## src/rtl/perf_trace_unit_pkg.sv

```systemverilog
// perf_trace_unit_pkg
// Shared definitions for the performance-counter / commit-trace block:
// the EBREAK encoding that halts counting, the counter read-address map
// and the packed trace record carried through the trace FIFO.
package perf_trace_unit_pkg;

    localparam logic [31:0] EBREAK_ENC = 32'h00100073;

    localparam logic [2:0] PERF_ADDR_CYCLE   = 3'd0;
    localparam logic [2:0] PERF_ADDR_INSTRET = 3'd1;
    localparam logic [2:0] PERF_ADDR_BRANCH  = 3'd2;
    localparam logic [2:0] PERF_ADDR_STALL   = 3'd3;
    localparam logic [2:0] PERF_ADDR_DROP    = 3'd4;
    localparam logic [2:0] PERF_ADDR_OCC     = 3'd5;
    localparam logic [2:0] PERF_ADDR_HALTED  = 3'd6;
    localparam logic [2:0] PERF_ADDR_ZERO    = 3'd7;

    // 65-bit record: {pc, instr, branch}
    typedef struct packed {
        logic [31:0] pc;
        logic [31:0] instr;
        logic        branch;
    } trace_rec_t;

    function automatic logic is_ebreak(input logic [31:0] instr);
        return instr == EBREAK_ENC;
    endfunction

endpackage

```

## src/rtl/perf_trace_unit_trace_fifo.sv

```systemverilog
// trace_fifo
// Parameterized synchronous FIFO, reusable by any debug sink.
// Ports:
//   clock, reset_n   : clock, asynchronous active-low reset (pointers only)
//   clr_i            : synchronous flush, wins over push/pop
//   push_i, wdata_i  : write request and data (ignored when full unless popping)
//   pop_i            : remove head entry (ignored when empty)
//   rdata_o          : head entry, forced to 0 while empty
//   full_o, empty_o  : status
//   count_o          : occupancy, 0..DEPTH
// DEPTH must be a power of two >= 2. Pointers carry one extra bit so that
// full (same index, different lap) and empty (identical pointers) differ.
module trace_fifo #(
    parameter int DEPTH = 8,
    parameter int WIDTH = 65
) (
    input  logic                     clock,
    input  logic                     reset_n,
    input  logic                     clr_i,
    input  logic                     push_i,
    input  logic [WIDTH-1:0]         wdata_i,
    input  logic                     pop_i,
    output logic [WIDTH-1:0]         rdata_o,
    output logic                     full_o,
    output logic                     empty_o,
    output logic [$clog2(DEPTH):0]   count_o
);

    localparam int AW = $clog2(DEPTH);

    logic [WIDTH-1:0] mem_q [DEPTH];
    logic [AW:0]      wr_ptr_q, wr_ptr_d;
    logic [AW:0]      rd_ptr_q, rd_ptr_d;
    logic             do_push, do_pop;

    assign empty_o = (wr_ptr_q == rd_ptr_q);
    assign full_o  = (wr_ptr_q[AW] != rd_ptr_q[AW]) &&
                     (wr_ptr_q[AW-1:0] == rd_ptr_q[AW-1:0]);
    assign count_o = wr_ptr_q - rd_ptr_q;

    assign do_pop  = pop_i & ~empty_o;
    // A push into a full FIFO is legal when the head leaves on the same edge.
    assign do_push = push_i & (~full_o | do_pop);

    always_comb begin
        wr_ptr_d = wr_ptr_q;
        rd_ptr_d = rd_ptr_q;
        if (clr_i) begin
            wr_ptr_d = '0;
            rd_ptr_d = '0;
        end else begin
            if (do_push) wr_ptr_d = wr_ptr_q + (AW+1)'(1);
            if (do_pop)  rd_ptr_d = rd_ptr_q + (AW+1)'(1);
        end
    end

    always_ff @(posedge clock or negedge reset_n) begin
        if (!reset_n) begin
            wr_ptr_q <= '0;
            rd_ptr_q <= '0;
        end else begin
            wr_ptr_q <= wr_ptr_d;
            rd_ptr_q <= rd_ptr_d;
        end
    end

    // Storage carries data only; validity comes from the pointers.
    always_ff @(posedge clock) begin
        if (do_push && !clr_i) mem_q[wr_ptr_q[AW-1:0]] <= wdata_i;
    end

    assign rdata_o = empty_o ? '0 : mem_q[rd_ptr_q[AW-1:0]];

endmodule

```

## src/rtl/perf_trace_unit.sv

```systemverilog
// perf_trace_unit
// Non-intrusive performance counters and commit trace for the pipelined core.
// Ports:
//   clock, reset_n           : clock, asynchronous active-low reset
//   enable, clear            : counting enable, synchronous flush pulse
//   retire_valid/pc/instr    : retire strobe and retiring instruction
//   branch_taken, stall      : pipeline event strobes
//   rd_en, rd_addr           : counter read request (1-cycle latency)
//   rd_valid, rd_data        : registered read response
//   trace_valid/ready        : trace stream handshake
//   trace_pc/instr/branch    : head trace record (0 while empty)
//   halted                   : sticky, set after EBREAK retires
module perf_trace_unit
    import perf_trace_unit_pkg::*;
#(
    parameter int FIFO_DEPTH = 8,
    parameter int CNT_WIDTH  = 32
) (
    input  logic        clock,
    input  logic        reset_n,
    input  logic        enable,
    input  logic        clear,
    input  logic        retire_valid,
    input  logic [31:0] retire_pc,
    input  logic [31:0] retire_instr,
    input  logic        branch_taken,
    input  logic        stall,
    input  logic        rd_en,
    input  logic [2:0]  rd_addr,
    output logic        rd_valid,
    output logic [31:0] rd_data,
    output logic        trace_valid,
    input  logic        trace_ready,
    output logic [31:0] trace_pc,
    output logic [31:0] trace_instr,
    output logic        trace_branch,
    output logic        halted
);

    localparam logic [CNT_WIDTH-1:0] CNT_ONE = CNT_WIDTH'(1);

    logic [CNT_WIDTH-1:0] cycle_q,   cycle_d;
    logic [CNT_WIDTH-1:0] instret_q, instret_d;
    logic [CNT_WIDTH-1:0] branch_q,  branch_d;
    logic [CNT_WIDTH-1:0] stall_q,   stall_d;
    logic [CNT_WIDTH-1:0] drop_q,    drop_d;
    logic                 halted_q,  halted_d;
    logic                 rd_valid_q;
    logic [31:0]          rd_data_q, rd_data_d, rd_mux;

    logic                 active, pop, push_ok, push;
    logic                 fifo_full, fifo_empty;
    logic [$clog2(FIFO_DEPTH):0] fifo_count;
    trace_rec_t           rec_in, head;

    assign active  = enable & ~halted_q & ~clear;
    // A pop coinciding with clear is swallowed by the flush.
    assign pop     = ~fifo_empty & trace_ready & ~clear;
    assign push_ok = ~fifo_full | pop;
    assign push    = active & retire_valid & push_ok;

    assign rec_in.pc     = retire_pc;
    assign rec_in.instr  = retire_instr;
    assign rec_in.branch = branch_taken;

    trace_fifo #(
        .DEPTH (FIFO_DEPTH),
        .WIDTH ($bits(trace_rec_t))
    ) u_trace_fifo (
        .clock   (clock),
        .reset_n (reset_n),
        .clr_i   (clear),
        .push_i  (push),
        .wdata_i (rec_in),
        .pop_i   (pop),
        .rdata_o (head),
        .full_o  (fifo_full),
        .empty_o (fifo_empty),
        .count_o (fifo_count)
    );

    assign trace_valid  = ~fifo_empty;
    assign trace_pc     = head.pc;
    assign trace_instr  = head.instr;
    assign trace_branch = head.branch;

    // Counter and halt next-state; clear beats every increment.
    always_comb begin
        cycle_d   = cycle_q;
        instret_d = instret_q;
        branch_d  = branch_q;
        stall_d   = stall_q;
        drop_d    = drop_q;
        halted_d  = halted_q;
        if (clear) begin
            cycle_d   = '0;
            instret_d = '0;
            branch_d  = '0;
            stall_d   = '0;
            drop_d    = '0;
            halted_d  = 1'b0;
        end else if (active) begin
            cycle_d = cycle_q + CNT_ONE;
            if (retire_valid)             instret_d = instret_q + CNT_ONE;
            if (branch_taken)             branch_d  = branch_q + CNT_ONE;
            if (stall)                    stall_d   = stall_q + CNT_ONE;
            if (retire_valid && !push_ok) drop_d    = drop_q + CNT_ONE;
            if (retire_valid && is_ebreak(retire_instr)) halted_d = 1'b1;
        end
    end

    // Read mux samples pre-edge register values only.
    always_comb begin
        rd_mux = 32'd0;
        case (rd_addr)
            PERF_ADDR_CYCLE:   rd_mux = 32'(cycle_q);
            PERF_ADDR_INSTRET: rd_mux = 32'(instret_q);
            PERF_ADDR_BRANCH:  rd_mux = 32'(branch_q);
            PERF_ADDR_STALL:   rd_mux = 32'(stall_q);
            PERF_ADDR_DROP:    rd_mux = 32'(drop_q);
            PERF_ADDR_OCC:     rd_mux = 32'(fifo_count);
            PERF_ADDR_HALTED:  rd_mux = {31'b0, halted_q};
            PERF_ADDR_ZERO:    rd_mux = 32'd0;
            default:           rd_mux = 32'd0;
        endcase
    end

    assign rd_data_d = rd_en ? rd_mux : rd_data_q;

    always_ff @(posedge clock or negedge reset_n) begin
        if (!reset_n) begin
            cycle_q    <= '0;
            instret_q  <= '0;
            branch_q   <= '0;
            stall_q    <= '0;
            drop_q     <= '0;
            halted_q   <= 1'b0;
            rd_valid_q <= 1'b0;
            rd_data_q  <= '0;
        end else begin
            cycle_q    <= cycle_d;
            instret_q  <= instret_d;
            branch_q   <= branch_d;
            stall_q    <= stall_d;
            drop_q     <= drop_d;
            halted_q   <= halted_d;
            rd_valid_q <= rd_en;
            rd_data_q  <= rd_data_d;
        end
    end

    assign rd_valid = rd_valid_q;
    assign rd_data  = rd_data_q;
    assign halted   = halted_q;

endmodule

```

## config.mk

```make
export PLATFORM = sky130hd
export DESIGN_NAME = perf_trace_unit
export DESIGN_NICKNAME = d
export VERILOG_FILES = /design/src/rtl/perf_trace_unit_pkg.sv /design/src/rtl/perf_trace_unit_trace_fifo.sv /design/src/rtl/perf_trace_unit.sv
export SDC_FILE = /design/constraint.sdc
export NUM_CORES = 1
export LEC_CHECK = 0
export CORE_AREA = 5 5 268 270
export DETAILED_ROUTE_END_ITERATION = 7
export DIE_AREA = 0 0 273 275
export PLACE_DENSITY_LB_ADDON = 0.05
export SETUP_SLACK_MARGIN = 0.05
export SYNTH_ARGS = -nofsm -noshare
export SYNTH_HDL_FRONTEND = slang
export SYNTH_SLANG_ARGS = --single-unit
```

## constraint.sdc

```tcl
create_clock -name clock -period 13.64 [get_ports clock]
set_input_delay 4.092 -clock clock [delete_from_list [all_inputs] [get_ports clock]]
set_output_delay 4.092 -clock clock [all_outputs]
set_load 0.05 [all_outputs]
```

Figure 1. Placed standard cells (run 1).
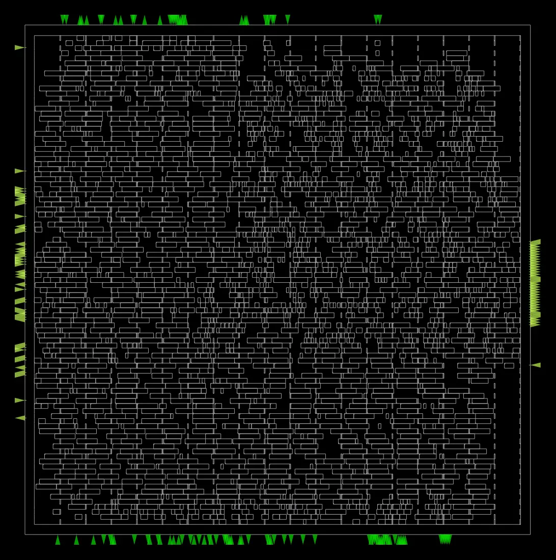
Core ar.: 0.0693 mm²
FILL cells: 5801
Seq area share: 57.3%

Figure 2. Pin map (run 1).
(1.5 px per µm) Pins as bars across the die edge, other pins in gray.
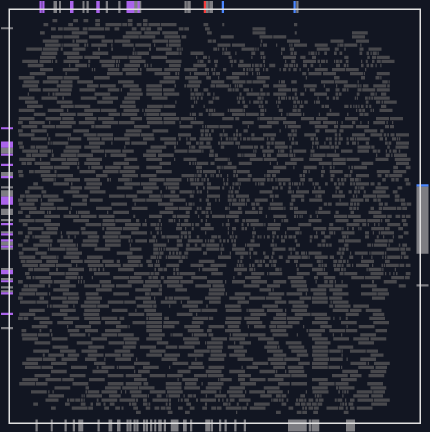
color	port	pins	direction	edge
blue	`rd_addr`	3	input	2 top, 1 right
purple	`retire_pc`	32	input	20 left, 12 top
red	`enable`	1	input	top
all pins by edge	64 bottom, 43 left, 35 right, 34 top
I/O Buffers: 175
Die Width: 273 µm
Die Span Y: 275 µm

Figure 3. Zoomed window (run 1).
Window x 116 to 156, y 118 to 158 µm. Cells in gray, sequential cells in the stronger gray; small squares are vias.
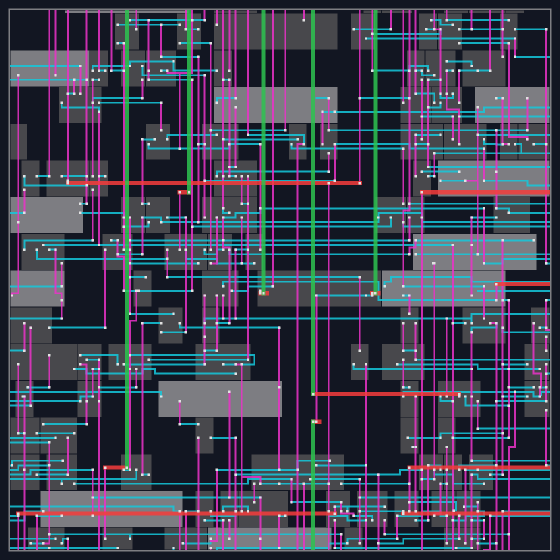
color	layer
red	M3
green	M4
cyan	M1
magenta	M2
sequential cells in the window	10
cells with their middle in the window	97
most frequent	nor2_1 (15), dfrtp_1 (9)
netlist names of flops here include	`drop_q` (4), `instret_q` (3), `rd_data` (2)

==> run 1: final timing paths <==
kind                                     startpoint                   endpoint  slack (ns)  cells past startpoint
min                                     rd_data[24]                rd_data[24]        0.48                      1
min reg2reg                             rd_data[24]                rd_data[24]        0.48                      1
max in group asynchronous                   reset_n                 stall_q[7]        8.78                      2
max                        u_trace_fifo.rd_ptr_q[0]            trace_instr[25]        5.16                      6
min in group asynchronous                   reset_n                rd_data[13]        3.45                      1
max reg2reg                u_trace_fifo.rd_ptr_q[0]  u_trace_fifo.mem_q[1][51]        9.27                      6
==> run 1: synthesized netlist by cell type, drive strengths merged, types with 13 or more instances <==
library cell and number:
a21oi 88, a221oi 18, a22oi 23, and3 24, buf 35, clkbuf 83
dfrtp 202, edfxtp 520, inv 22, mux4 148, nand2 192, nand3 56
nand4 79, nor2 222, nor3 23, nor4 31, o21ai 16, or3 13
xnor2 49, xor2 100
==> run 1: worst reg2reg max path, cell delays in order (launching register included) <==
cell     delay (ns)
dfrtp_4        1.06
ha_1           0.40
nand3_1        0.19
o31ai_1        0.21
or3_1          0.54
nor2_4         0.86
buf_4          0.70
==> run 1: through the flow <==
stage	instances	setup WS [ns]	power, mW
4_1_cts	3227	4.96	5.37
3_3_place_gp	3079	5.50	3.15
2_1_floorplan	2054	3.56	2.90
3_5_place_dp	3079	5.46	3.15
5_1_grt	3229	4.77	5.49
6_report	3229	5.16	5.29
==> run 1: state kept, by name, indices dropped and copies added, names as in the netlist <==
| name | flops |
|---|---|
| rd_data | 32 |
| u_trace_fifo.rd_ptr_q | 4 |
| u_trace_fifo.wr_ptr_q | 4 |
| stall_q | 32 |
| drop_q | 32 |
| instret_q | 32 |
| cycle_q | 32 |
| u_trace_fifo.mem_q | 520 |
| halted | 1 |
| rd_valid | 1 |
| branch_q | 32 |
==> run 1: power by group through the flow <==
stage	logic, mW	registers [mW]	clock network (mW)
after detailed placement	0.691	2.46	0
after global placement	0.689	2.46	0
after floorplan	0.441	2.46	0
final	0.681	2.41	2.20
after global routing	0.726	2.41	2.35
after CTS	0.694	2.41	2.26
==> run 1: area by class of cell <==
| cell class | count | area (µm²) | area share (%) |
|---|---|---|---|
| antenna | 1 | 2.50 | 0.00693 |
| clock buffer | 95 | 2140 | 5.93 |
| clock inverter | 53 | 559 | 1.55 |
| inverter | 22 | 82.6 | 0.229 |
| multi-input combinational | 1192 | 9500 | 26.3 |
| sequential | 722 | 20700 | 57.3 |
| tap | 940 | 1180 | 3.26 |
| timing repair buffer | 204 | 1970 | 5.46 |
==> run 1: routing by layer <==
metal	wire [µm]	vias to the layer above
li1	-	8182
met1	32200	9477
met2	37600	479
met3	4040	107
met4	1690	0
met5	0	-
==> run 1: cell families (layout without fill, tap and decap cells) <==
family                     after synthesis  in the layout  synth area share [%]
AOI/OAI and AO/OA                      182            182                  3.76
xor gates and xnor gates               149            149                  4.25
adders and majority gates               11             11                 0.473
buffers and inverters                  140            374                  1.87
DFF                                    722            722                  67.4
muxes                                  166            166                  11.5
other                                    0              1                     0
and+or+nand+nor                        684            684                  10.7
==> GITHUB_STEP_SUMMARY, run 1 <==
## Synthesis and layout report

| Metric | Value |
|---|---|
| Status | `complete, no violations` |
| First-pass GRT wire length | `116000 µm` |
| Met2 usage | `33.7%` |
| Tool warning count | `26` |
| CTS Root Cell | `clkbuf_16` |
| Final core utilization | `between 50 and 60%` |
| Power Internal | `3.95 mW` |
| Setup CP Type | `reg2out` |
| Max Clock Skew | `0.0177 ns` |
| RSZ-0062 raised after global routing | `false` |
| Post-synth EDFFs | `520` |
| Leak | `between 10 and 15 nW` |
| DR WL/cell | `approximately 23 µm` |
| CP max FO | `about 46` |
| CTS clk-pin slew, worst paths | `0.06 ns` |
| # resized after CTS | `0` |
| Final Routed Wirelength | `approximately 76000 µm` |
| CP max stage delay | `1.06 ns` |
| Combinational group share of total power | `12.9%` |
| Die area | `0.0751 mm²` |
| Critical Path RT | `9.55 ns` |
| Slew headroom | `around an eighth` |
| Detailed Place HPWL | `46300 µm` |
| Clock power share | `41.6%` |
| I/O pin cnt | `176` |
| Mean post-synth cell area | `14.9 µm²` |
| Fin nets | `2309` |
| RD Place Congestion | `0.804` |
| Met1 Track Usage GR | `between 20 and 30%` |
| Switching fraction of total power | `between 20% and 30%` |
| Post-CTS Hold Buffers | `0` |
| Largest net degree at the start of global routing | `90` |
| Final Max Slew Viols | `0` |
| Most frequent cells in the layout | `520 x edfxtp_1, 215 x nor2_1, 199 x dfrtp_1, 192 x nand2_1, 171 x clkdlybuf4s50_1` |
| H-tree depth | `3` |
| Area growth, synth to finish | `17.7%` |
| Period utilization | `between 60% and 70%` |
| TritonRoute pass-1 iters | `5` |
| Clk_lat worst skew | `0.62 ns` |
| Yosys cell count | `2054` |
| Worst hold slack | `0.480 ns` |
| DP Area | `0.0334 mm²` |
| CP top delay family | `buffers and inverters` |
| Dominant logic cell type in the layout | `edfxtp_1` |
| Post-synth ARST share | `about 28%` |
| CP arrival | `4.39 ns` |
| Final Instance Area | `0.0361 mm²` |
Figure 4. The metal 2 layer (run 1).
(1.5 px per µm) Cells faint in the background.
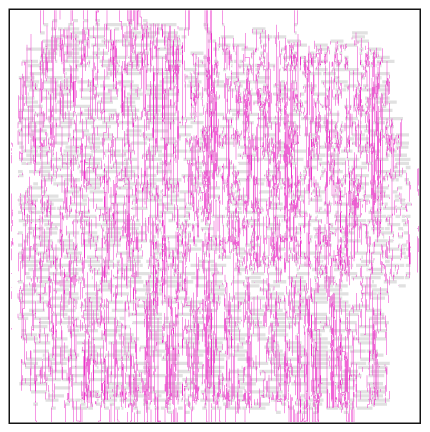

==> run 2, diff against run 1 <==
- clock period: 13.64 -> 8.6 ns (I/O delays scaled with it)
Figure 5. The metal 2 layer (run 2).
(1.5 px per µm) Cells faint in the background.
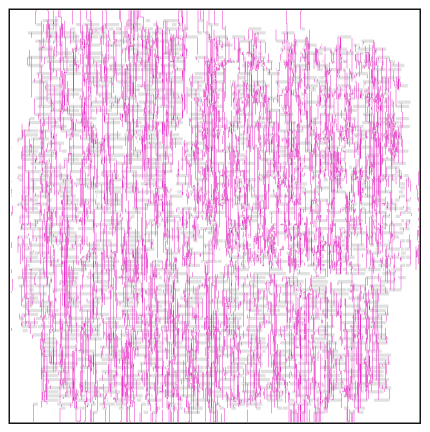
main direction	vertical
longest straight run	112 µm
nets with wire on the layer	1977
wire length on this layer	37.7 mm
Final Routed Wirelength: 76000 µm
vias: 18065
met2 usage: 33.6%

==> run 2 against run 1 <==
  * Non-clock buffer count grew 7
  * Flip-flop count is the same
  * Total power grew 56%
  * Critical path type unchanged
  * Critical path depth is the same
  * Clock-buffer cell count grew 11
  * Combinational power grew 62%
  * First-iteration DRC count grew 17%
  * Synthesized area is the same
  * Highest routed layer is now met5
  * Cell count is essentially flat
==> GITHUB_STEP_SUMMARY, run 2 <==
## Synthesis and layout report

| Metric | Value |
|---|---|
| Mean post-synth cell area | `14.9 µm² (unchanged)` |
| Largest net degree at the start of global routing | `75 (-17%)` |
| CP max FO | `63 (+37%)` |
| FILL cells | `5846 (+0.78%)` |
| Status | `complete, no violations` |
| Inst Count DP | `3087 (+0.26%)` |
| Dominant logic cell type in the layout | `edfxtp_1` |
| CTS Root Cell | `clkbuf_16` |
| Fin cells | `3232 (+0.093%)` |
| Die Span Y | `275 µm (unchanged)` |
| RD Place Congestion | `0.793 (-1.3%)` |
| Die area | `0.0751 mm² (unchanged)` |
| Combinational Area | `0.00951 mm² (+0.12%)` |
| Clock power share | `40.4% (-1.2 points)` |
| Post-synth EDFFs | `520 (unchanged)` |
| RSZ-0062 raised after global routing | `false` |
| Final Max Slew Viols | `0 (unchanged)` |
| Register area | `0.0207 mm² (unchanged)` |
| H-tree depth | `3 (unchanged)` |
| Period utilization | `83.5%` |
| Setup CP Type | `reg2out` |
| Yosys cell count | `2054 (unchanged)` |
| Post-CTS Hold Buffers | `0 (unchanged)` |
| Tool warning count | `26 (unchanged)` |
| Clk_lat worst skew | `0.61 ns (about the same)` |
| Most frequent cells in the layout | `520 x edfxtp_1, 215 x nor2_1, 199 x dfrtp_1, 192 x nand2_1, 171 x clkdlybuf4s50_1` |
| Combinational group share of total power | `13.3% (+0.4 points)` |
| Post-route setup slack | `1.42 ns (-3.74 ns)` |
| Post-synth ARST share | `28.0% (unchanged)` |
| # resized after CTS | `0 (unchanged)` |
| Die Width | `273 µm (unchanged)` |
| I/O Buffers | `175 (unchanged)` |
| CP arrival | `4.60 ns (+0.21 ns)` |
| Fin nets | `2315 (+0.26%)` |
| Area growth, synth to finish | `17.5%` |
| Core ar. | `0.0693 mm² (unchanged)` |
| Critical Path RT | `6.02 ns (-3.53 ns)` |
| I/O pin cnt | `176 (unchanged)` |
| CTS clk-pin slew, worst paths | `0.06 ns (about the same)` |
| Max Clock Skew | `0.0211 ns (+0.00344 ns)` |
| Pre-CTS WS | `2.00 ns (-3.46 ns)` |
| Leak | `12.3 nW (-0.42%)` |
| Detailed Place HPWL | `45300 µm (-2.2%)` |
| Cell with the most instances after synthesis | `edfxtp_1` |
| Slew headroom | `12.4% (+0.56 points)` |
| Switching fraction of total power | `25.5% (+0.20 points)` |
Figure 6. Metal layers overlaid (run 2).
(1.5 px per µm) Two of the layers only.
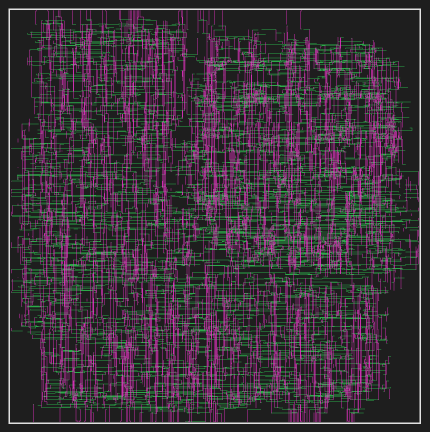
color	layer	wire length
magenta	M2	37.7 mm
green	M1	33.3 mm
GRT Total Usage: 20.1%
DR WL/cell: 23.5 µm

run 2: through the flow:
stage	power (mW)	hold slack [ns]	area [µm²]
floorplan	4.60	0.499	30700
global placement	5.01	0.465	33500
detailed placement	5.01	0.475	33500
CTS	8.37	0.488	36000
global route	8.56	0.499	36000
finish	8.25	0.481	36000
run 2: logic make-up (layout without fill, tap and decap cells):
family / Yosys count / count (layout) / share of synthesized area [%]
DFF: 722 / 722 / 67.4
muxes: 166 / 166 / 11.5
and+or+nand+nor: 684 / 684 / 10.7
buffers and inverters: 140 / 377 / 1.87
adders and majority gates: 11 / 11 / 0.473
other: 0 / 1 / 0
xor gates and xnor gates: 149 / 149 / 4.25
AOI/OAI and AO/OA: 182 / 182 / 3.76
run 2: final timing paths:
check | start | slack (ns) | endpoint | depth (start not counted)
setup reg to reg | u_trace_fifo.rd_ptr_q[0] | 4.74 | u_trace_fifo.mem_q[5][12] | 6
hold / removal | rd_data[6] | 0.48 | rd_data[6] | 1
hold reg to reg | rd_data[6] | 0.48 | rd_data[6] | 1
min in group asynchronous | reset_n | 1.97 | rd_data[11] | 1
setup / recovery | u_trace_fifo.rd_ptr_q[1] | 1.42 | trace_instr[2] | 6
max in group asynchronous | reset_n | 5.20 | stall_q[15] | 2
run 2: cell type report:
class	count	area share, %
multi-input cells	1192	26.4
diodes	1	0.00694
clock buffers	106	6.05
repair buffers	211	5.62
inverters	22	0.229
flip-flops and latches	722	57.4
clock inverters	38	1.07
well taps	940	3.26
run 2: power by group through the flow:
| stage | clock, mW | sequential (mW) | combinational [mW] |
|---|---|---|---|
| after detailed placement | 0 | 3.89 | 1.12 |
| after global placement | 0 | 3.89 | 1.12 |
| final | 3.33 | 3.82 | 1.10 |
| after CTS | 3.42 | 3.82 | 1.12 |
| after global routing | 3.57 | 3.83 | 1.17 |
| after floorplan | 0 | 3.90 | 0.700 |
run 2: worst max-delay path: stages (launching register included):
cell,delay (ns)
dfrtp_4,0.67
buf_4,0.68
buf_4,0.89
mux4_2,0.36
nand2_1,0.06
a21oi_1,0.41
clkdlybuf4s50_1,0.90
run 2: layer usage:
layer / vias to the layer above / global-route usage, % / wire length (µm)
met1: 9363 / 28.0 / 33300
met5: - / 0 / 24
met3: 92 / 3.42 / 3490
li1: 8189 / - / -
met4: 4 / 4.66 / 1500
met2: 417 / 33.6 / 37700
Figure 7. Pin map (run 2).
(1.5 px per µm) Pins as bars across the die edge, other pins in gray.
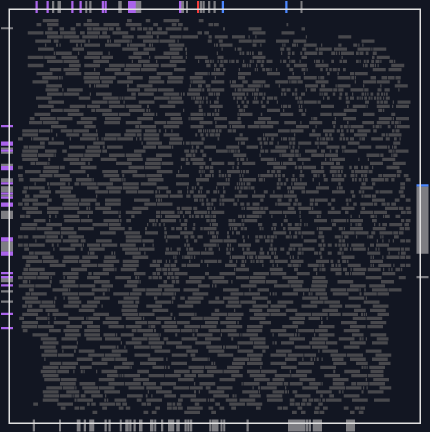

==> run 3, diff against run 2 <==
- clock period: 8.6 -> 6.75 ns (I/O delays scaled with it)
Figure 8. Pin map (run 3).
(1.5 px per µm) Pins as bars across the die edge, other pins in gray.
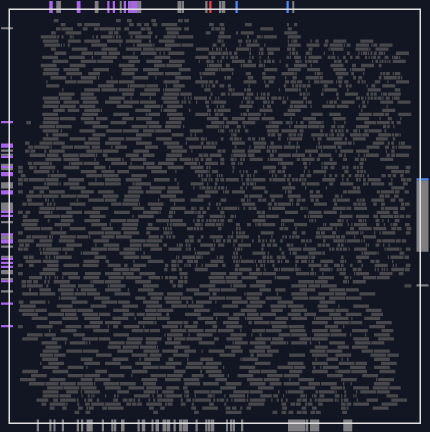
color	port	pins	direction	edge
blue	`rd_addr`	3	input	2 top, 1 right
purple	`retire_pc`	32	input	20 left, 12 top
red	`enable`	1	input	top
all pins by edge	65 bottom, 41 left, 37 right, 33 top

Figure 9. Metal layers overlaid (run 3).
(1.5 px per µm) Two of the layers only.
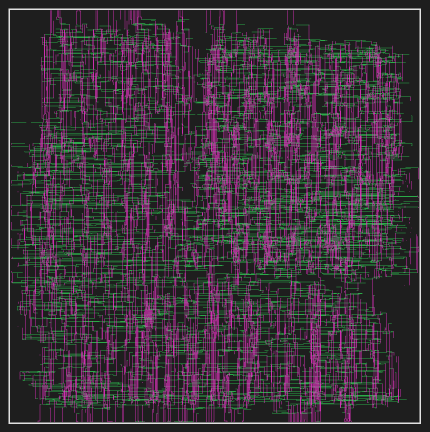
color	layer	wire length
green	M1	33.4 mm
magenta	M2	38.1 mm
vias: 18154
GRT Total Usage: 20.3%
Final Routed Wirelength: 76300 µm
DR WL/cell: 23.6 µm

==> run 3 against run 2 <==
  * Worst hold slack got worse by 0.0020 ns
  * Critical path depth unchanged
  * Via count is 0.49% higher
  * Worst setup slack got worse by 0.37 ns
  * Synthesized cell count is the same
  * Combinational power increased by 27%
  * Clock-buffer cell count down 6
  * Core utilization is 0.25 points higher
  * Wire length up 0.38%
  * Final area up 0.48%
==> GITHUB_STEP_SUMMARY, run 3 <==
## Synthesis and layout report

| Metric | Value |
|---|---|
| Status | `complete, no violations` |
| Yosys cell count | `2054 (unchanged)` |
| Die Width | `273 µm (unchanged)` |
| Core ar. | `0.0693 mm² (unchanged)` |
| Hold path startpoint | `rd_data[31]` |
| CP startpoint kind | `flop` |
| RR Endpoint | `u_trace_fifo.mem_q[4][44]` |
| Most frequent cells in the layout | `520 x edfxtp_1, 215 x nor2_1, 199 x dfrtp_1, 192 x nand2_1, 171 x clkdlybuf4s50_1` |
| Detailed Place HPWL | `47800 µm (+5.7%)` |
| Flop2flop setup slack | `3.07 ns (-1.67 ns)` |
| Clk_lat worst skew | `0.63 ns (+0.02 ns)` |
| CTS Root Cell | `clkbuf_16` |
| Post-CTS Hold Buffers | `0 (unchanged)` |
| RD Place Congestion | `0.795 (+0.21%)` |
| Period utilization | `~85%` |
| Reg2reg start | `u_trace_fifo.rd_ptr_q[0]` |
| Synthesized instance count | `~2000` |
| Largest net degree at the start of global routing | `134 (+79%)` |
| Worst R2R Path Depth | `6 (unchanged)` |
| Die Span Y | `275 µm (unchanged)` |
| H-tree depth | `3 (unchanged)` |
| Leak | `12.3 nW (+0.53%)` |
| Hold path cells | `1 (unchanged)` |
| Area leader, netlist | `edfxtp_1` |
| Pwr Total | `10.6 mW (+29%)` |
| Diode count | `0 (-1)` |
| Fin nets | `2319 (+0.17%)` |
| Slew headroom | `19.0% (+6.6 points)` |
| # resized after CTS | `0 (unchanged)` |
| CP arrival | `3.68 ns (-0.92 ns)` |
| CP max FO | `40 (-37%)` |
| Die area | `0.0751 mm² (unchanged)` |
| FILL cells | `5795 (-0.87%)` |
| Max Clock Skew | `0.0152 ns (-0.00593 ns)` |
| RSZ-0062 raised after global routing | `false` |
| CTS clk-pin slew, worst paths | `0.06 ns (about the same)` |
| Pre-Place Util | `44.3%` |
| Final Max Slew Viols | `0 (unchanged)` |
| Area growth, synth to finish | `18.1%` |
| Setup CP Type | `reg2out` |
| Post-synth EDFFs | `520 (unchanged)` |
| Hold path endpoint | `rd_data[31]` |
| I/O pin cnt | `176 (unchanged)` |
| TritonRoute pass-1 iters | `5` |
| Cell with the most instances after synthesis | `edfxtp_1` |
| Mean post-synth cell area | `14.9 µm² (unchanged)` |
| I/O Buffers | `175 (unchanged)` |
-- run 3: per-stage QoR --
step                      cell area, µm²  setup slack [ns]  utilization (%)  std cells  hold slack, ns
final                              36200              1.04             52.3       3235           0.479
after CTS                          36200             0.915             52.3       3235           0.481
after floorplan                    30700             0.478                -       2054           0.499
after global placement             33600              1.44             48.4       3090           0.464
after global routing               36200             0.817             52.3       3235           0.492
after detailed placement           33600              1.38             48.4       3090           0.469
-- run 3: metal layers --
metal	wire length, µm	track usage, %	vias to the layer above
li1	-	-	8176
met1	33400	27.8	9454
met2	38100	34.4	412
met3	3080	3.25	110
met4	1720	4.85	2
met5	13	0	-
-- run 3: where the power goes --
group | switching (mW) | internal (mW) | total (mW)
logic | 0.874 | 0.523 | 1.40
clock network | 1.79 | 2.55 | 4.34
registers | 0.0573 | 4.81 | 4.87
total | 2.72 | 7.88 | 10.6
-- run 3: cells by family after synthesis --
kind of cell,count (synthesis),synth area share (%)
DFF,722,67.4
AOI/OAI and AO/OA,182,3.76
muxes,166,11.5
adders and majority gates,11,0.473
xor gates and xnor gates,149,4.25
buffers and inverters,140,1.87
and+or+nand+nor,684,10.7
-- run 3: how the worst max path moves through the flow --
stage	depth (start not counted)	end	from
3_3_place_gp	7	u_trace_fifo.mem_q[4][47]	enable
2_1_floorplan	6	u_trace_fifo.mem_q[4][0]	enable
4_1_cts	5	trace_instr[20]	u_trace_fifo.rd_ptr_q[0]
6_report	6	trace_instr[14]	u_trace_fifo.rd_ptr_q[0]
3_5_place_dp	7	u_trace_fifo.mem_q[4][63]	enable
5_1_grt	6	trace_instr[14]	u_trace_fifo.rd_ptr_q[0]
-- run 3: final cells by class --
class | count | area, µm² | area share (%)
Tap cell | 940 | 1180 | 3.25
Sequential cell | 722 | 20700 | 57.1
Timing Repair Buffer | 214 | 2120 | 5.86
Clock inverter | 45 | 485 | 1.34
Inverter | 22 | 82.6 | 0.228
Multi-Input combinational cell | 1192 | 9510 | 26.3
Clock buffer | 100 | 2160 | 5.96
-- run 3: worst max-delay path, cell delays in order (launching register included) --
cell and delay, ns:
dfrtp_4 0.97, ha_1 0.39, nand3_1 0.20, nor2_4 0.10, buf_4 0.27, a21oi_1 0.24
clkdlybuf4s50_1 0.84
Power is estimated from default activity; no workload was simulated.
